File: config.mk
export PLATFORM = sky130hd
export DESIGN_NAME = striping_param
export DESIGN_NICKNAME = d
export VERILOG_FILES = /design/src/rtl/striping_param.sv
export SDC_FILE = /design/constraint.sdc
export NUM_CORES = 1
export LEC_CHECK = 0
export CAP_MARGIN = 20
export CORE_AREA = 4 4 94 96
export CTS_BUF_LIST = sky130_fd_sc_hd__clkbuf_8
export CTS_CLUSTER_SIZE = 8
export DETAILED_ROUTE_END_ITERATION = 8
export DIE_AREA = 0 0 98 100
export PLACE_DENSITY = 0.81
export SYNTH_ARGS = -nofsm -noshare
export SYNTH_HDL_FRONTEND = slang
export SYNTH_SLANG_ARGS = --single-unit
File: constraint.sdc
create_clock -name clk -period 3.4 [get_ports clk]
set_input_delay 0.51 -clock clk [delete_from_list [all_inputs] [get_ports clk]]
set_output_delay 0.51 -clock clk [all_outputs]
set_load 0.05 [all_outputs]
File: src/rtl/striping_param.sv
// Byte striper: distributes a serial 8b symbol stream round-robin over the active lanes.
// It keeps framing aligned: STP always starts lane 0, an END group is padded, and SKP is
// broadcast on every active lane. All outputs are registered.
`timescale 1ns/1ps
module striping_param #(
    parameter int unsigned NUM_LANES = 4,
    parameter logic [7:0]  PAD_SYM   = 8'hF7
) (
    input  logic                   clk,
    input  logic                   reset_L,
    input  logic [1:0]             lane_mode,
    input  logic                   valid_in,
    input  logic                   k_in,
    input  logic [7:0]             data_in,
    output logic                   ready_out,
    output logic [NUM_LANES*8-1:0] lane_data,
    output logic [NUM_LANES-1:0]   lane_k,
    output logic [NUM_LANES-1:0]   lane_valid,
    output logic                   err_out
);

    localparam int unsigned PtrW = (NUM_LANES > 1) ? $clog2(NUM_LANES) : 1;
    localparam int unsigned NW   = $clog2(NUM_LANES) + 1;

    localparam logic [7:0] SymSkp = 8'h1C;
    localparam logic [7:0] SymStp = 8'hFB;
    localparam logic [7:0] SymEnd = 8'hFD;

    typedef enum logic [0:0] {StIdle, StData} state_e;

    state_e                 state_q, state_d;
    logic [PtrW-1:0]        ptr_q, ptr_d;
    logic [NW-1:0]          n_q, n_mode, n_eff;
    logic [NUM_LANES*8-1:0] stg_data_q, stg_data_d;
    logic [NUM_LANES-1:0]   stg_k_q, stg_k_d;
    logic                   pend_q, pend_d;
    logic                   ready_q, ready_d;
    logic                   err_q, err_d;
    logic [NUM_LANES*8-1:0] lane_data_q;
    logic [NUM_LANES-1:0]   lane_k_q, lane_valid_q;

    logic [NUM_LANES*8-1:0] grp_data, data_mask;
    logic [NUM_LANES-1:0]   grp_k, lane_mask;
    logic                   emit, accept, last, is_skp, is_stp, is_end;
    int unsigned            ptr_i, req_n;

    // Link width: follow lane_mode only at a group/packet boundary, otherwise hold the latched width.
    always_comb begin
        req_n  = 32'd1 << lane_mode;
        n_mode = (req_n > NUM_LANES) ? NW'(NUM_LANES) : NW'(req_n);
        n_eff  = (state_q == StIdle && ptr_q == '0 && !pend_q) ? n_mode : n_q;
        for (int i = 0; i < NUM_LANES; i++) begin
            lane_mask[i]           = (i < int'(n_eff));
            data_mask[8*i +: 8]    = {8{lane_mask[i]}};
        end
    end

    // Next-state, staging and group assembly.
    always_comb begin
        state_d    = state_q;
        ptr_d      = ptr_q;
        stg_data_d = stg_data_q;
        stg_k_d    = stg_k_q;
        pend_d     = 1'b0;
        ready_d    = 1'b1;
        err_d      = 1'b0;
        emit       = 1'b0;
        grp_data   = stg_data_q;
        grp_k      = stg_k_q;
        ptr_i      = 32'(ptr_q);
        last       = (ptr_i + 1 == 32'(n_eff));
        accept     = valid_in && ready_q;
        is_skp     = k_in && (data_in == SymSkp);
        is_stp     = k_in && (data_in == SymStp);
        is_end     = k_in && (data_in == SymEnd);

        if (pend_q) begin
            // Deferred SKP broadcast; input is blocked this cycle.
            emit     = 1'b1;
            grp_data = {NUM_LANES{SymSkp}};
            grp_k    = '1;
        end else if (accept) begin
            unique case (state_q)
                StIdle: begin
                    if (is_skp || (is_stp && ptr_q != '0)) begin
                        emit = 1'b1;
                        if (ptr_q == '0) begin
                            grp_data = {NUM_LANES{SymSkp}};
                            grp_k    = '1;
                        end else begin
                            // Close the partial group with padding.
                            for (int i = 0; i < NUM_LANES; i++) begin
                                if (i >= int'(ptr_i)) begin
                                    grp_data[8*i +: 8] = PAD_SYM;
                                    grp_k[i]           = 1'b1;
                                end
                            end
                        end
                        if (is_skp) begin
                            ptr_d   = '0;
                            pend_d  = (ptr_q != '0);
                            ready_d = (ptr_q == '0);
                        end else begin
                            stg_data_d[7:0] = data_in;
                            stg_k_d[0]      = 1'b1;
                            ptr_d           = PtrW'(1);
                            state_d         = StData;
                        end
                    end else begin
                        stg_data_d[8*ptr_i +: 8] = data_in;
                        stg_k_d[ptr_i]           = k_in;
                        if (is_stp) state_d = StData;
                        if (last) begin
                            emit     = 1'b1;
                            grp_data = stg_data_d;
                            grp_k    = stg_k_d;
                            ptr_d    = '0;
                        end else begin
                            ptr_d = ptr_q + PtrW'(1);
                        end
                    end
                end
                StData: begin
                    if (is_stp || is_skp) begin
                        err_d = 1'b1;
                    end else begin
                        stg_data_d[8*ptr_i +: 8] = data_in;
                        stg_k_d[ptr_i]           = k_in;
                        if (is_end || last) begin
                            emit     = 1'b1;
                            grp_data = stg_data_d;
                            grp_k    = stg_k_d;
                            ptr_d    = '0;
                        end else begin
                            ptr_d = ptr_q + PtrW'(1);
                        end
                        if (is_end) begin
                            state_d = StIdle;
                            for (int i = 0; i < NUM_LANES; i++) begin
                                if (i > int'(ptr_i)) begin
                                    grp_data[8*i +: 8] = PAD_SYM;
                                    grp_k[i]           = 1'b1;
                                end
                            end
                        end
                    end
                end
                default: state_d = StIdle;
            endcase
        end
    end

    // State and registered outputs; lanes beyond the active width are forced to zero.
    always_ff @(posedge clk) begin
        if (!reset_L) begin
            state_q      <= StIdle;
            ptr_q        <= '0;
            n_q          <= NW'(1);
            stg_data_q   <= '0;
            stg_k_q      <= '0;
            pend_q       <= 1'b0;
            ready_q      <= 1'b1;
            err_q        <= 1'b0;
            lane_data_q  <= '0;
            lane_k_q     <= '0;
            lane_valid_q <= '0;
        end else begin
            state_q    <= state_d;
            ptr_q      <= ptr_d;
            n_q        <= n_eff;
            stg_data_q <= stg_data_d;
            stg_k_q    <= stg_k_d;
            pend_q     <= pend_d;
            ready_q    <= ready_d;
            err_q      <= err_d;
            if (emit) begin
                lane_data_q  <= grp_data & data_mask;
                lane_k_q     <= grp_k & lane_mask;
                lane_valid_q <= lane_mask;
            end else begin
                lane_valid_q <= '0;
            end
        end
    end

    assign ready_out  = ready_q;
    assign lane_data  = lane_data_q;
    assign lane_k     = lane_k_q;
    assign lane_valid = lane_valid_q;
    assign err_out    = err_q;

endmodule

==> qor.json <==
{
  "crit_path_max_incr_delay": {"value": 0.51, "unit": "ns"},
  "clkPwrFrac": {"value": 33.1, "unit": "%"},
  "peakVddDrop": {"value": 0.235, "unit": "mV"},
  "chip_area": {"value": 9800, "unit": "um^2"},
  "clk_transition_reported_paths": {"value": 0.09, "unit": "ns"},
  "number_of_logged_tool_warnings": {"value": 30},
  "switching_share": {"value": 32.6, "unit": "%"},
  "synth_xor_xnor_area_share": {"value": 0.580, "unit": "%"},
  "coreArea": {"value": 8050, "unit": "um^2"},
  "timing_worst_slew_pin_value": {"value": 0.713, "unit": "ns"},
  "syn-cell-area": {"value": 4530, "unit": "um^2"},
  "area_share_of_the_largest_cell_type_after_synthesis": {"value": 37.5, "unit": "%"},
  "core_util_floorplan": {"value": 56.3, "unit": "%"},
  "flow.area_growth_from_synthesis": {"value": 23.3, "unit": "%"},
  "cts_inserted_buffers": {"value": 9},
  "cp.arrival": {"value": 3.22, "unit": "ns"},
  "critPathRequiredTime": {"value": 3.70, "unit": "ns"},
  "synth_cell_types": {"value": 68},
  "leakagePower": {"value": 2.06, "unit": "nW"},
  "report.final.slew_viol_count": {"value": 0},
  "cts_root_buffer": {"value": "sky130_fd_sc_hd__clkbuf_8"},
  "finalSetupViolCount": {"value": 0},
  "finalSetupTns": {"value": 0, "unit": "ns"},
  "yosys-stat-area": {"value": 4530, "unit": "um^2"},
  "tritoncts": {"value": "done"},
  "wirelength": {"value": 15400, "unit": "um"},
  "top_cells_by_area": {"value": "sky130_fd_sc_hd__dfxtp_1 (38%), sky130_fd_sc_hd__nand2_1 (5.7%), sky130_fd_sc_hd__nor2_1 (4.8%), sky130_fd_sc_hd__a21oi_1 (4.5%), sky130_fd_sc_hd__a22oi_1 (4.1%)"},
  "globalRouteTotalUtil": {"value": 31.7, "unit": "%"},
  "critPathTopFamily": {"value": "simple AND/OR/NAND/NOR gates"},
  "synthAoiAreaFrac": {"value": 29.9, "unit": "%"},
  "ctsHtreeMaxLevel": {"value": 3},
  "critPathLaunchType": {"value": "flip-flop"},
  "num_antenna_cells": {"value": 0},
  "wire_per_inst": {"value": 20.7, "unit": "um"},
  "power.sequential.fraction": {"value": 42.0, "unit": "%"},
  "resize_count_post_cts": {"value": 0},
  "die_width": {"value": 98, "unit": "um"},
  "critPathBufInv": {"value": 1},
  "cts_setup_buffers": {"value": 0},
  "critical_path.endpoint_type": {"value": "flip-flop"},
  "synth_sequential_area_ratio": {"value": 37.5, "unit": "%"},
  "worst_clock_skew": {"value": 0.0106, "unit": "ns"},
  "flip_flop_and_latch_count_after_synthesis": {"value": 85},
  "post_layout_nonfiller_instances": {"value": 743},
  "final_common_cell": {"value": "sky130_fd_sc_hd__dfxtp_1"},
  "vias_in_the_first_global_route": {"value": 4593},
  "die_y": {"value": 100, "unit": "um"},
  "muxShareOfSynthArea": {"value": 2.26, "unit": "%"},
  "fraction_of_the_mapped_netlist_area_in_adder_cells": {"value": 1.38, "unit": "%"},
  "synth-edff-count": {"value": 0},
  "crit_chain": {"value": "inv_1, ha_1, or3b_1, mux2i_1, xnor2_1, nand2_1, o21ai_0, nand3_1, o21ai_1"},
  "syn-mean-instance-area": {"value": 7.99, "unit": "um^2"},
  "drt_first_pass_iters": {"value": 6},
  "ys_async_sr_fraction": {"value": 0, "unit": "%"},
  "p_per_area": {"value": 452, "unit": "nW/um^2"},
  "dpl.hpwl": {"value": 11300, "unit": "um"},
  "period_minus_slack": {"value": 2.91, "unit": "ns"},
  "ios": {"value": 56},
  "clock_insertion_delay_worst_skew": {"value": 0.37, "unit": "ns"},
  "outcome": {"value": "completed"},
  "synthDominantAreaCellType": {"value": "sky130_fd_sc_hd__dfxtp_1"},
  "grt_first_pass_wirelength": {"value": 24500, "unit": "um"},
  "peak_freq": {"value": 0.343, "unit": "GHz"},
  "hold_bufs_inserted_after_cts": {"value": 0},
  "yosys-dominant-comb-family": {"value": "AND-OR/OR-AND gates"},
  "rows": {"value": 33},
  "design.final.nets": {"value": 652},
  "n_fill_cell": {"value": 679},
  "place_inst": {"value": 727},
  "finalClockPeriodUsage": {"value": 85.7, "unit": "%"},
  "gp_congestion": {"value": 0.985},
  "share_of_cells_above_drive_strength_1": {"value": 12.1, "unit": "%"},
  "hold_violations": {"value": 0},
  "via_per_inst": {"value": 6.48},
  "relSlewSlack": {"value": 51.8, "unit": "%"},
  "cts_sinks": {"value": 85},
  "layout.cells.most_common_list": {"value": "sky130_fd_sc_hd__dfxtp_1 (85), sky130_fd_sc_hd__nand2_1 (69), sky130_fd_sc_hd__nor2_1 (57)"},
  "ys_cells": {"value": 567},
  "yosys_warnings": {"value": 0},
  "grt_max_degree": {"value": 35},
  "comb_power_share": {"value": 24.9, "unit": "%"},
  "worstSetupPathType": {"value": "reg -> reg"},
  "rsz0062_at_grt": {"value": "false"},
  "syn-num-nets": {"value": 586},
  "drt-initial-drc-count": {"value": 480},
  "path_max_fanout": {"value": 9},
  "p_int": {"value": 0.00170, "unit": "W"},
  "cts-root-to-sink-buffers": {"value": 2},
  "via_count": {"value": 4811},
  "grt_antenna_before_repair": {"value": 0},
  "dominantRegCellSynth": {"value": "sky130_fd_sc_hd__dfxtp_1"},
  "ant_nets": {"value": 0},
  "grt_overflow": {"value": 0},
  "post_synthesis_cell_count": {"value": 567},
  "worstHoldPathType": {"value": "reg -> reg"},
  "total_switching_power": {"value": 0.000824, "unit": "W"},
  "remaining_drc_errors": {"value": 0},
  "io_buffers": {"value": 55},
  "drv.max_cap_violation_count": {"value": 0},
  "ys_sh_simple": {"value": 22.3, "unit": "%"},
  "critPathSlowestCell": {"value": "sky130_fd_sc_hd__or3b_1"}
}
per-layer routing:
layer	wire, um	GRT usage, %	up-vias
li1	-	-	2211
met1	6230	40.8	2240
met2	6880	50.4	304
met3	1590	7.64	56
met4	663	14.8	0
met5	0	0	-
cell usage after synthesis (6+ instances only):
cell,n
sky130_fd_sc_hd__dfxtp_1,85
sky130_fd_sc_hd__nand2_1,69
sky130_fd_sc_hd__nor2_1,58
sky130_fd_sc_hd__a21oi_1,41
sky130_fd_sc_hd__clkbuf_1,32
sky130_fd_sc_hd__a22oi_1,25
sky130_fd_sc_hd__o21ai_0,20
sky130_fd_sc_hd__inv_1,17
sky130_fd_sc_hd__a31oi_1,16
sky130_fd_sc_hd__a211oi_1,15
sky130_fd_sc_hd__o21ai_1,13
sky130_fd_sc_hd__a22o_1,12
sky130_fd_sc_hd__nand3_1,12
sky130_fd_sc_hd__nor2b_1,12
sky130_fd_sc_hd__nor3_1,9
sky130_fd_sc_hd__mux2i_1,8
sky130_fd_sc_hd__nand4_1,8
sky130_fd_sc_hd__and2_1,7
sky130_fd_sc_hd__nand3b_1,6
sky130_fd_sc_hd__o211ai_1,6
worst min-delay path, cell delays in order (launching register included):
cell and delay, ns:
sky130_fd_sc_hd__dfxtp_1 0.32, sky130_fd_sc_hd__nand2_1 0.05, sky130_fd_sc_hd__o21ai_1 0.05
cell families after synthesis:
| logic type | after synthesis |
|---|---|
| adders and majority gates | 5 |
| xor gates and xnor gates | 3 |
| AOI/OAI and AO/OA | 195 |
| muxes | 10 |
| DFF | 85 |
| and+or+nand+nor | 209 |
| buffers and inverters | 60 |
metrics by stage:
stage / total power, W / setup WS [ns] / instance area, um^2 / hold WS (ns) / utilization, %
floorplan: 0.00148 / 0.500 / 4530 / 0.436 / -
global placement: 0.00169 / 0.333 / 5360 / 0.440 / 66.5
detailed placement: 0.00170 / 0.318 / 5360 / 0.445 / 66.5
CTS: 0.00252 / 0.568 / 5590 / 0.458 / 69.4
global route: 0.00263 / 0.302 / 5590 / 0.478 / 69.4
finish: 0.00253 / 0.487 / 5590 / 0.453 / 69.4
sequential cells by signal (all words and copies together) (netlist names), 2 cells and up:
name	flops
lane_valid	4
n_q	3
lane_k	4
stg_k_q	4
stg_data_q	32
lane_data	32
ptr_q	2
cell type report:
class	instances	area, um^2	area share, %
multi-input cells	422	2560	45.8
repair buffers	98	898	16.1
well taps	105	131	2.35
clock buffers	10	138	2.46
clock inverters	6	95.1	1.70
flip-flops and latches	85	1700	30.4
inverters	17	63.8	1.14
path summary, 6_finish.rpt:
| path | depth (start not counted) | slack, ns | endpoint | from |
|---|---|---|---|---|
| min | 2 | 0.45 | lane_data[24] | lane_data[24] |
| min reg2reg | 2 | 0.45 | lane_data[24] | lane_data[24] |
| max | 9 | 0.49 | lane_data[25] | ptr_q[1] |
| max reg2reg | 9 | 0.49 | lane_data[25] | ptr_q[1] |
power groups by stage:
stage          clock network, W  logic (W)  registers [W]
3_5_place_dp                  0   0.000613        0.00108
5_1_grt                0.000893   0.000673        0.00107
4_1_cts                0.000839   0.000617        0.00106
3_3_place_gp                  0   0.000606        0.00108
2_1_floorplan                 0   0.000355        0.00112
6_report               0.000837   0.000630        0.00106
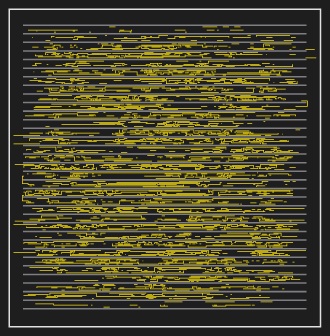
*Signal wires on met1*
Supply wires on this layer in gray.
The layer carries 6230 um of wire. 608 nets have wire on it. The layer holds 41% of the routed length. The wires run mostly horizontal.

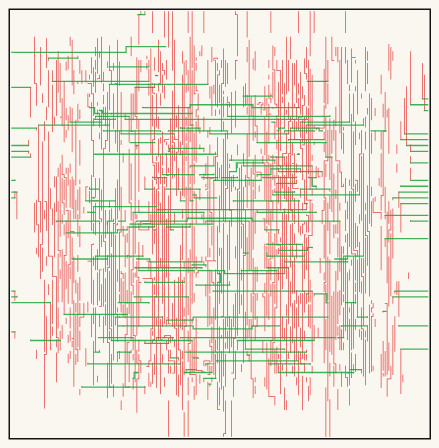
*Wiring by layer*
Two of the layers only.
Red stands for met2, wire length 6880 um. Green stands for met3, wire length 1590 um.

Power is estimated from default activity; no workload was simulated.
